File: config.mk
export PLATFORM = sky130hd
export DESIGN_NAME = bsg_hb_tag_tx_flat
export DESIGN_NICKNAME = d
export VERILOG_FILES = /design/src/rtl/bsg_hb_tag_pkg.sv /design/src/rtl/bsg_hb_tag_tx_if.sv /design/src/rtl/bsg_hb_tag_shifter.sv /design/src/rtl/bsg_hb_tag_tx.sv /design/src/flat_wrapper.sv
export SDC_FILE = /design/constraint.sdc
export NUM_CORES = 1
export LEC_CHECK = 0
export ABC_AREA = 1
export CAP_MARGIN = 20
export CORE_AREA = 8 8 69 94
export DETAILED_ROUTE_END_ITERATION = 16
export DIE_AREA = 0 0 77 102
export PLACE_DENSITY = 0.77
export SKIP_CTS_REPAIR_TIMING = 1
export SYNTH_ARGS = -nofsm -noshare
export SYNTH_HDL_FRONTEND = slang
export SYNTH_SLANG_ARGS = --single-unit
File: constraint.sdc
create_clock -name clk_i -period 2.2 [get_ports clk_i]
set_clock_uncertainty 0.15 [all_clocks]
set_input_delay 0.55 -clock clk_i [delete_from_list [all_inputs] [get_ports clk_i]]
set_output_delay 0.55 -clock clk_i [all_outputs]
set_load 0.01 [all_outputs]
File: src/rtl/bsg_hb_tag_pkg.sv
// Shared definitions for the tag transmitter and the client-side decoder.
//   tag_state_e     : transmitter FSM states
//   *_pos_f         : bit position of each frame field, counted from the first bit sent
//   hdr_bits_f      : header length (start + data_not_reset + node_id + len)
//   cnt_width_f     : bit-counter width able to hold any field/sequence length
package bsg_hb_tag_pkg;

  typedef enum logic [2:0] {
    IDLE    = 3'd0,
    INIT    = 3'd1,
    HDR     = 3'd2,
    PAYLOAD = 3'd3,
    GAP     = 3'd4
  } tag_state_e;

  // Frame order, LSB-first within each field:
  //   start(1) | data_not_reset(1) | node_id | len | payload(len bits)
  function automatic int start_pos_f();
    return 0;
  endfunction

  function automatic int dnr_pos_f();
    return 1;
  endfunction

  function automatic int node_pos_f();
    return 2;
  endfunction

  function automatic int len_pos_f(input int node_id_width);
    return 2 + node_id_width;
  endfunction

  function automatic int hdr_bits_f(input int node_id_width, input int len_width);
    return 2 + node_id_width + len_width;
  endfunction

  function automatic int payload_pos_f(input int node_id_width, input int len_width);
    return hdr_bits_f(node_id_width, len_width);
  endfunction

  function automatic int max2_f(input int a, input int b);
    return (a > b) ? a : b;
  endfunction

  function automatic int cnt_width_f(input int hdr_bits, input int max_payload,
                                     input int init_ones, input int idle_cycles);
    int m;
    m = max2_f(max2_f(hdr_bits, max_payload), max2_f(init_ones, idle_cycles));
    return $clog2(m + 1);
  endfunction

endpackage

File: src/rtl/bsg_hb_tag_tx_if.sv
// Packet/init request bundle between a producer and bsg_hb_tag_tx.
//   init           : pulse requesting a tag-network init sequence
//   v              : packet valid
//   ready          : transmitter accepts a packet or init request this cycle
//   node_id        : destination client
//   data_not_reset : 1 = data packet, 0 = client-reset packet
//   len            : number of payload bits
//   payload        : payload, bit 0 sent first
interface bsg_hb_tag_tx_if
  import bsg_hb_tag_pkg::*;
#(
  parameter int node_id_width_p     = 5,
  parameter int max_payload_width_p = 16,
  parameter int len_width_p         = $clog2(max_payload_width_p + 1)
);

  logic                           init;
  logic                           v;
  logic                           ready;
  logic [node_id_width_p-1:0]     node_id;
  logic                           data_not_reset;
  logic [len_width_p-1:0]         len;
  logic [max_payload_width_p-1:0] payload;

  modport master (
    output init, v, node_id, data_not_reset, len, payload,
    input  ready
  );

  modport slave (
    input  init, v, node_id, data_not_reset, len, payload,
    output ready
  );

endinterface

File: src/rtl/bsg_hb_tag_shifter.sv
// Loadable LSB-first shift register with a down-counter.
//   load_i / load_data_i      : parallel load (wins over shift)
//   shift_i / fill_i          : shift right by one, fill_i enters at the MSB
//   cnt_load_i / cnt_val_i    : counter load (wins over decrement)
//   bit_o                     : current serial bit (register LSB)
//   last_o                    : counter is on the final cycle of its field
module bsg_hb_tag_shifter #(
  parameter int width_p     = 28,
  parameter int cnt_width_p = 6
) (
  input  logic                   clk_i,
  input  logic                   reset_i,
  input  logic                   load_i,
  input  logic [width_p-1:0]     load_data_i,
  input  logic                   shift_i,
  input  logic                   fill_i,
  input  logic                   cnt_load_i,
  input  logic [cnt_width_p-1:0] cnt_val_i,
  output logic                   bit_o,
  output logic                   last_o
);

  logic [width_p-1:0]     data_r;
  logic [cnt_width_p-1:0] cnt_r;

  always_ff @(posedge clk_i or posedge reset_i) begin
    if (reset_i) begin
      data_r <= '0;
    end else if (load_i) begin
      data_r <= load_data_i;
    end else if (shift_i) begin
      data_r <= {fill_i, data_r[width_p-1:1]};
    end
  end

  // Decrement is blocked at zero so an idle counter can never wrap.
  always_ff @(posedge clk_i or posedge reset_i) begin
    if (reset_i) begin
      cnt_r <= '0;
    end else if (cnt_load_i) begin
      cnt_r <= cnt_val_i;
    end else if (shift_i && (cnt_r != '0)) begin
      cnt_r <= cnt_r - 1'b1;
    end
  end

  assign bit_o  = data_r[0];
  assign last_o = (cnt_r == cnt_width_p'(1));

endmodule

File: src/rtl/bsg_hb_tag_tx.sv
// Tag-network serial transmitter. Accepts packets or init requests on the
// pkt bundle and serialises them onto tag_data_o, one bit per cycle.
//   clk_i      : the single clock, forwarded on tag_clk_o
//   reset_i    : asynchronous active-high reset; aborts any frame in flight
//   pkt        : slave side of the request bundle (init, v, ready, fields)
//   tag_clk_o  : forwarded clock
//   tag_en_o   : tag enable, high whenever out of reset
//   tag_data_o : serial bit, registered
module bsg_hb_tag_tx
  import bsg_hb_tag_pkg::*;
#(
  parameter int node_id_width_p     = 5,
  parameter int max_payload_width_p = 16,
  parameter int len_width_p         = $clog2(max_payload_width_p + 1),
  parameter int idle_cycles_p       = 4,
  parameter int init_ones_p         = 32
) (
  input  logic                clk_i,
  input  logic                reset_i,
  bsg_hb_tag_tx_if.slave      pkt,
  output logic                tag_clk_o,
  output logic                tag_en_o,
  output logic                tag_data_o
);

  localparam int hdr_bits_lp    = hdr_bits_f(node_id_width_p, len_width_p);
  localparam int frame_width_lp = hdr_bits_lp + max_payload_width_p;
  localparam int cnt_width_lp   = cnt_width_f(hdr_bits_lp, max_payload_width_p,
                                              init_ones_p, idle_cycles_p);

  tag_state_e state_r, state_n;

  logic                      ready_r;
  logic                      en_r;
  logic [len_width_p-1:0]    len_r;
  logic [len_width_p-1:0]    len_clamped;
  logic [frame_width_lp-1:0] frame_word;

  logic                      accept_init;
  logic                      accept_pkt;

  logic                      sh_load;
  logic [frame_width_lp-1:0] sh_load_data;
  logic                      sh_shift;
  logic                      sh_fill;
  logic                      sh_cnt_load;
  logic [cnt_width_lp-1:0]   sh_cnt_val;
  logic                      sh_bit;
  logic                      sh_last;

  always_comb begin
    len_clamped = pkt.len;
    if (int'(pkt.len) > max_payload_width_p) begin
      len_clamped = len_width_p'(max_payload_width_p);
    end
  end

  // Whole frame is loaded at acceptance; HDR and PAYLOAD just keep shifting.
  assign frame_word = {pkt.payload, len_clamped, pkt.node_id, pkt.data_not_reset, 1'b1};

  // init wins over a simultaneous v; that packet stays pending.
  assign accept_init = ready_r & pkt.init;
  assign accept_pkt  = ready_r & pkt.v & ~pkt.init;

  always_ff @(posedge clk_i or posedge reset_i) begin
    if (reset_i) begin
      state_r <= IDLE;
      ready_r <= 1'b0;
      en_r    <= 1'b0;
      len_r   <= '0;
    end else begin
      state_r <= state_n;
      ready_r <= (state_n == IDLE);
      en_r    <= 1'b1;
      if (accept_pkt) begin
        len_r <= len_clamped;
      end
    end
  end

  // The counter holds the cycles remaining in the current field, so sh_last
  // marks the final bit of the field and the next field is loaded on that edge.
  always_comb begin
    state_n      = state_r;
    sh_load      = 1'b0;
    sh_load_data = '0;
    sh_shift     = 1'b0;
    sh_fill      = 1'b0;
    sh_cnt_load  = 1'b0;
    sh_cnt_val   = '0;
    unique case (state_r)
      IDLE: begin
        if (accept_init) begin
          state_n      = INIT;
          sh_load      = 1'b1;
          sh_load_data = '1;
          sh_cnt_load  = 1'b1;
          sh_cnt_val   = cnt_width_lp'(init_ones_p);
        end else if (accept_pkt) begin
          state_n      = HDR;
          sh_load      = 1'b1;
          sh_load_data = frame_word;
          sh_cnt_load  = 1'b1;
          sh_cnt_val   = cnt_width_lp'(hdr_bits_lp);
        end
      end
      INIT: begin
        sh_fill = 1'b1;
        if (sh_last) begin
          state_n     = GAP;
          sh_load     = 1'b1;
          sh_cnt_load = 1'b1;
          sh_cnt_val  = cnt_width_lp'(idle_cycles_p);
        end else begin
          sh_shift = 1'b1;
        end
      end
      HDR: begin
        if (sh_last) begin
          if (len_r == '0) begin
            state_n     = GAP;
            sh_load     = 1'b1;
            sh_cnt_load = 1'b1;
            sh_cnt_val  = cnt_width_lp'(idle_cycles_p);
          end else begin
            state_n     = PAYLOAD;
            sh_shift    = 1'b1;
            sh_cnt_load = 1'b1;
            sh_cnt_val  = cnt_width_lp'(len_r);
          end
        end else begin
          sh_shift = 1'b1;
        end
      end
      PAYLOAD: begin
        if (sh_last) begin
          state_n     = GAP;
          sh_load     = 1'b1;
          sh_cnt_load = 1'b1;
          sh_cnt_val  = cnt_width_lp'(idle_cycles_p);
        end else begin
          sh_shift = 1'b1;
        end
      end
      GAP: begin
        if (sh_last) begin
          state_n     = IDLE;
          sh_cnt_load = 1'b1;
        end else begin
          sh_shift = 1'b1;
        end
      end
      default: begin
        state_n     = IDLE;
        sh_load     = 1'b1;
        sh_cnt_load = 1'b1;
      end
    endcase
  end

  bsg_hb_tag_shifter #(
    .width_p     (frame_width_lp),
    .cnt_width_p (cnt_width_lp)
  ) shifter (
    .clk_i       (clk_i),
    .reset_i     (reset_i),
    .load_i      (sh_load),
    .load_data_i (sh_load_data),
    .shift_i     (sh_shift),
    .fill_i      (sh_fill),
    .cnt_load_i  (sh_cnt_load),
    .cnt_val_i   (sh_cnt_val),
    .bit_o       (sh_bit),
    .last_o      (sh_last)
  );

  assign pkt.ready  = ready_r;
  assign tag_clk_o  = clk_i;
  assign tag_en_o   = en_r;
  assign tag_data_o = sh_bit;

endmodule

File: src/flat_wrapper.sv
// flat-port wrapper written by rule: the top's interface ports become plain ports
module bsg_hb_tag_tx_flat import bsg_hb_tag_pkg::*;
#(
  parameter int node_id_width_p     = 5,
  parameter int max_payload_width_p = 16,
  parameter int len_width_p         = $clog2(max_payload_width_p + 1),
  parameter int idle_cycles_p       = 4,
  parameter int init_ones_p         = 32
)
  (clk_i, reset_i, tag_clk_o, tag_en_o, tag_data_o, pkt_init, pkt_v, pkt_node_id, pkt_data_not_reset, pkt_len, pkt_payload, pkt_ready);
  bsg_hb_tag_tx_if #(.node_id_width_p(node_id_width_p), .max_payload_width_p(max_payload_width_p), .len_width_p(len_width_p)) pkt_i ();
  input  logic clk_i;
  input  logic reset_i;
  output logic tag_clk_o;
  output logic tag_en_o;
  output logic tag_data_o;
  input wire logic [$bits(pkt_i.init)-1:0] pkt_init;
  input wire logic [$bits(pkt_i.v)-1:0] pkt_v;
  input wire logic [$bits(pkt_i.node_id)-1:0] pkt_node_id;
  input wire logic [$bits(pkt_i.data_not_reset)-1:0] pkt_data_not_reset;
  input wire logic [$bits(pkt_i.len)-1:0] pkt_len;
  input wire logic [$bits(pkt_i.payload)-1:0] pkt_payload;
  output wire logic [$bits(pkt_i.ready)-1:0] pkt_ready;
  assign pkt_i.init = pkt_init;
  assign pkt_i.v = pkt_v;
  assign pkt_i.node_id = pkt_node_id;
  assign pkt_i.data_not_reset = pkt_data_not_reset;
  assign pkt_i.len = pkt_len;
  assign pkt_i.payload = pkt_payload;
  assign pkt_ready = pkt_i.ready;
  bsg_hb_tag_tx #(.node_id_width_p(node_id_width_p), .max_payload_width_p(max_payload_width_p), .len_width_p(len_width_p), .idle_cycles_p(idle_cycles_p), .init_ones_p(init_ones_p)) u_core (.clk_i(clk_i), .reset_i(reset_i), .pkt(pkt_i), .tag_clk_o(tag_clk_o), .tag_en_o(tag_en_o), .tag_data_o(tag_data_o));
endmodule
Fig. 1: run 1, layout detail
The bar under the picture is 10 um long. Region (7, 13) to (32, 38) um. Cells in gray, sequential cells in the stronger gray; small squares are vias.
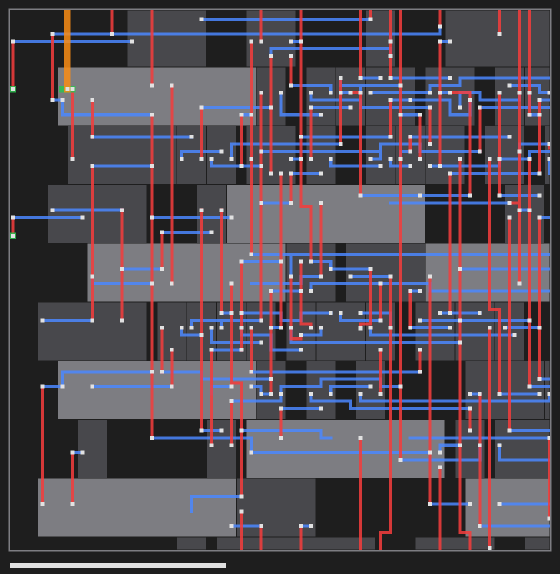
layer	color
met1	blue
met2	red
met3	green
met4	orange
cells with their middle in the window	52
sequential cells in the window	7
most frequent	nand2_1 (22), dfrtp_1 (7), nand4_1 (6)
netlist names of flops here include	u_core.shifter.data_r (6), u_core.tag_en_o (1)

Fig. 2: run 1, gate families picked out
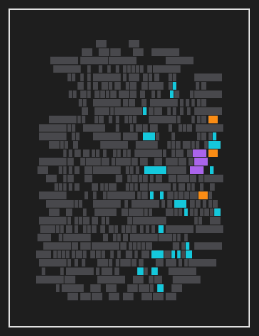
family	color	cells
XOR/XNOR gates	orange	3
adder and majority cells	purple	3
NOR gates	cyan	22
logic share of the area: 41.3%
final non-filler cell total: 473
dominant logic cell type in the layout: nand2_1

Fig. 3: run 1, nets reached from selected ports
The bar under the picture is 20 um long.
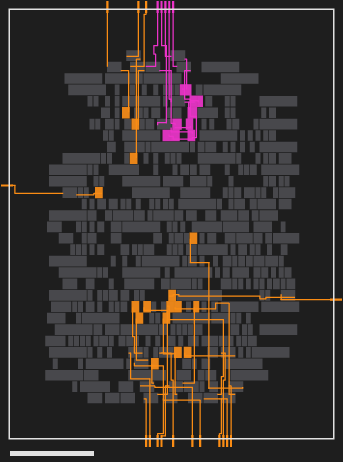
port	color	bits	direction	end cells	buffers	wire
pkt_payload	orange	16	input	16	16	592 um
pkt_len	magenta	5	input	10	5	165 um
IO buf count: 34
I/O pin count: 35

==> flow_metrics.tcl, run 1 <==
# collected from the flow reports
set metrics [dict create \
    wl_per_cell_um 14.2 \
    top_area_cell "dfrtp_1" \
    rsz0062_at_grt "false" \
    ys_seq_share_pct 40.8 \
    required_ns 1.50 \
    power_frac_comb_pct 56.1 \
    cp_slowest_stage_delay_ns 0.16 \
    final.setup.tns_ns 0 \
    critPathLaunch "clk_i" \
    yosys.area_share.aoi_pct 7.74 \
    synth_flops 44 \
    hold_path_class "reg -> reg" \
    layout.nets 440 \
    power_leader "combinational cells" \
    status "complete, no violations" \
    cellLeakagePower_nw 1.74 \
    final_util_pct 64.9 \
    clkPwrFrac_pct 15.8 \
    mux_share_pct 0 \
    cp_num_cells 3 \
    p_switching_mw 2.27 \
    dp.cells 462 \
    setup_viol 0 \
    grtUsageTotal_pct 18.3 \
    ys_warn_count 0 \
    crit_family "buffers and inverters" \
    r2r-start "u_core.shifter.cnt_r[1]$_DFFE_PP0P_" \
    grt_pass1_wl_um 11600 \
    regMostFlops "u_core.shifter.data_r" \
    ys_chip_area_um2 2700 \
    mi_logic_area_um2 1370 \
    biggestCellCategory "combinational gates" \
    synth_top_area_share_pct 40.8 \
    slew_headroom_pct 60.4 \
    dpl_cell_area_um2 3170 \
    num_vias 2514 \
    met2_usage_pct 33.0 \
    floorplan.nets 396 \
    diodes 0 \
    largest_reg_flops 28 \
    die-area_um2 7850 \
    intPower_mw 2.73 \
    pwr-share-seq_pct 28.1 \
    yosysMostFrequentCell "nand2_1" \
    grt_most_used_layer "met2" \
    nClkBuffers 10 \
    setup.reg_to_reg.worst_slack_ns 0.19 \
    n_sequential_cell 44 \
    signal_buffers 51 \
    buffer_area_share_pct 15.5 \
    seq_power_mw 1.41 \
    drcViolationCount 0 \
    critPathBufInv 3 \
    powerDensity_nw_per_um2 1500 \
    path_clk_slew_ns 0.08 \
    register_area_um2 1100 \
    inv_count 22 \
    drive_above_1_share_pct 13.5 \
    fill_cells 478 \
    insertion_delay_ns 0.41 \
    sh_seq_area_pct 33.2 \
    end_kind "output pin" \
    finalHoldViolations 0 \
    grtUsageMet3_pct 3.43 \
    taps 66 \
    final_layout_top_logic_cells "nand2_1, dfrtp_1, clkdlybuf4s50_1" \
    top_logic_kind "simple AND/OR/NAND/NOR gates" \
    synth_area_um2 2700 \
    hold_end "u_core.shifter.data_r[21]$_DFFE_PP0P_" \
]
==> run 1 -> run 2 <==
- CTS_CLUSTER_DIAMETER: not set -> 150
Fig. 4: run 2, nets reached from selected ports
The bar under the picture is 20 um long.
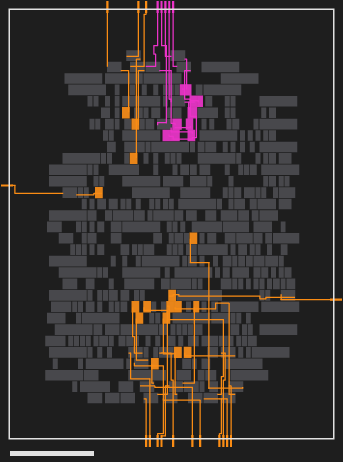
port	color	bits	direction	end cells	buffers	wire
pkt_len	magenta	5	input	10	5	165 um
pkt_payload	orange	16	input	16	16	592 um

==> run 2 against run 1 <==
Flip-flop count stayed put; clock-buffer cell count stayed put; final area unchanged; worst setup slack unchanged; sequential power barely moved; via count unchanged; register-to-register slack about the same; wire length stayed put; clock power about the same; worst hold slack stayed put; synthesized cell count did not move; synthesized area unchanged.
==> flow_metrics.tcl, run 2 <==
# collected from the flow reports
set metrics [dict create \
    wl_per_cell_um 14.2 \
    final_util_pct 64.9 \
    dieHeight_um 102 \
    grt_pass1_wl_um 11600 \
    final_layout_top_logic_cells "nand2_1, dfrtp_1, clkdlybuf4s50_1" \
    hold_path_class "reg -> reg" \
    grtUsageMet3_pct 3.43 \
    cp_slowest_stage_delay_ns 0.16 \
    yosysMostFrequentCell "nand2_1" \
    setup_viol 0 \
    yosys.area_share.aoi_pct 7.74 \
    final_cell_count_no_fill 473 \
    rsz0062_at_grt "false" \
    ys_warn_count 0 \
    pwr-share-seq_pct 28.1 \
    intPower_mw 2.73 \
    power_frac_comb_pct 56.1 \
    wl_met1_um 2640 \
    p_switching_mw 2.27 \
    inv_count 22 \
    register_area_um2 1100 \
    end_kind "output pin" \
    largest_reg_flops 28 \
    drive_above_1_share_pct 13.5 \
    top_area_cell "dfrtp_1" \
    cp_num_cells 3 \
    path_clk_slew_ns 0.08 \
    portBuffers 34 \
    crit_family "buffers and inverters" \
    ys_sh_xor_pct 0.974 \
    mux_share_pct 0 \
    nClkBuffers 10 \
    powerDensity_nw_per_um2 1500 \
    top_logic_kind "simple AND/OR/NAND/NOR gates" \
    biggestCellCategory "combinational gates" \
    fill_cells 478 \
    ys_seq_share_pct 40.8 \
    clkPwrFrac_pct 15.8 \
    num_vias 2514 \
    synth_area_um2 2700 \
    regMostFlops "u_core.shifter.data_r" \
    layout.nets 440 \
    cp_slowest_cell "dlymetal6s2s_1" \
    lay_top_count "nand2_1" \
    dpl_cell_area_um2 3170 \
    r2r-start "u_core.shifter.cnt_r[1]$_DFFE_PP0P_" \
    place.gp.congestion 0.842 \
    synth_flops 44 \
    final.setup.tns_ns 0 \
    cellLeakagePower_nw 1.74 \
    ys_chip_area_um2 2700 \
    io_pins 35 \
    grt_most_used_layer "met2" \
    drcViolationCount 0 \
    finalHoldViolations 0 \
    n_sequential_cell 44 \
    buffer_area_share_pct 15.5 \
    taps 66 \
    die-area_um2 7850 \
    comb_share_pct 41.3 \
    mi_logic_area_um2 1370 \
    synthArstFlopShare_pct 100 \
    diodes 0 \
    status "complete, no violations" \
    grtUsageTotal_pct 18.3 \
    drv_cap 0 \
    synth_top_area_share_pct 40.8 \
    viasPerCell 5.32 \
    floorplan.nets 396 \
    critPathLaunch "clk_i" \
    dp.cells 462 \
    met2_usage_pct 33.0 \
    slew_headroom_pct 60.4 \
    sh_seq_area_pct 33.2 \
    required_ns 1.50 \
    logic_gates 278 \
    critPathBufInv 3 \
    seq_power_mw 1.41 \
    hold_end "u_core.shifter.data_r[21]$_DFFE_PP0P_" \
    power_leader "combinational cells" \
    ff_type "dfrtp_1" \
    setup.reg_to_reg.worst_slack_ns 0.19 \
]
No activity file was given, so power comes from the tool's default toggle rates.
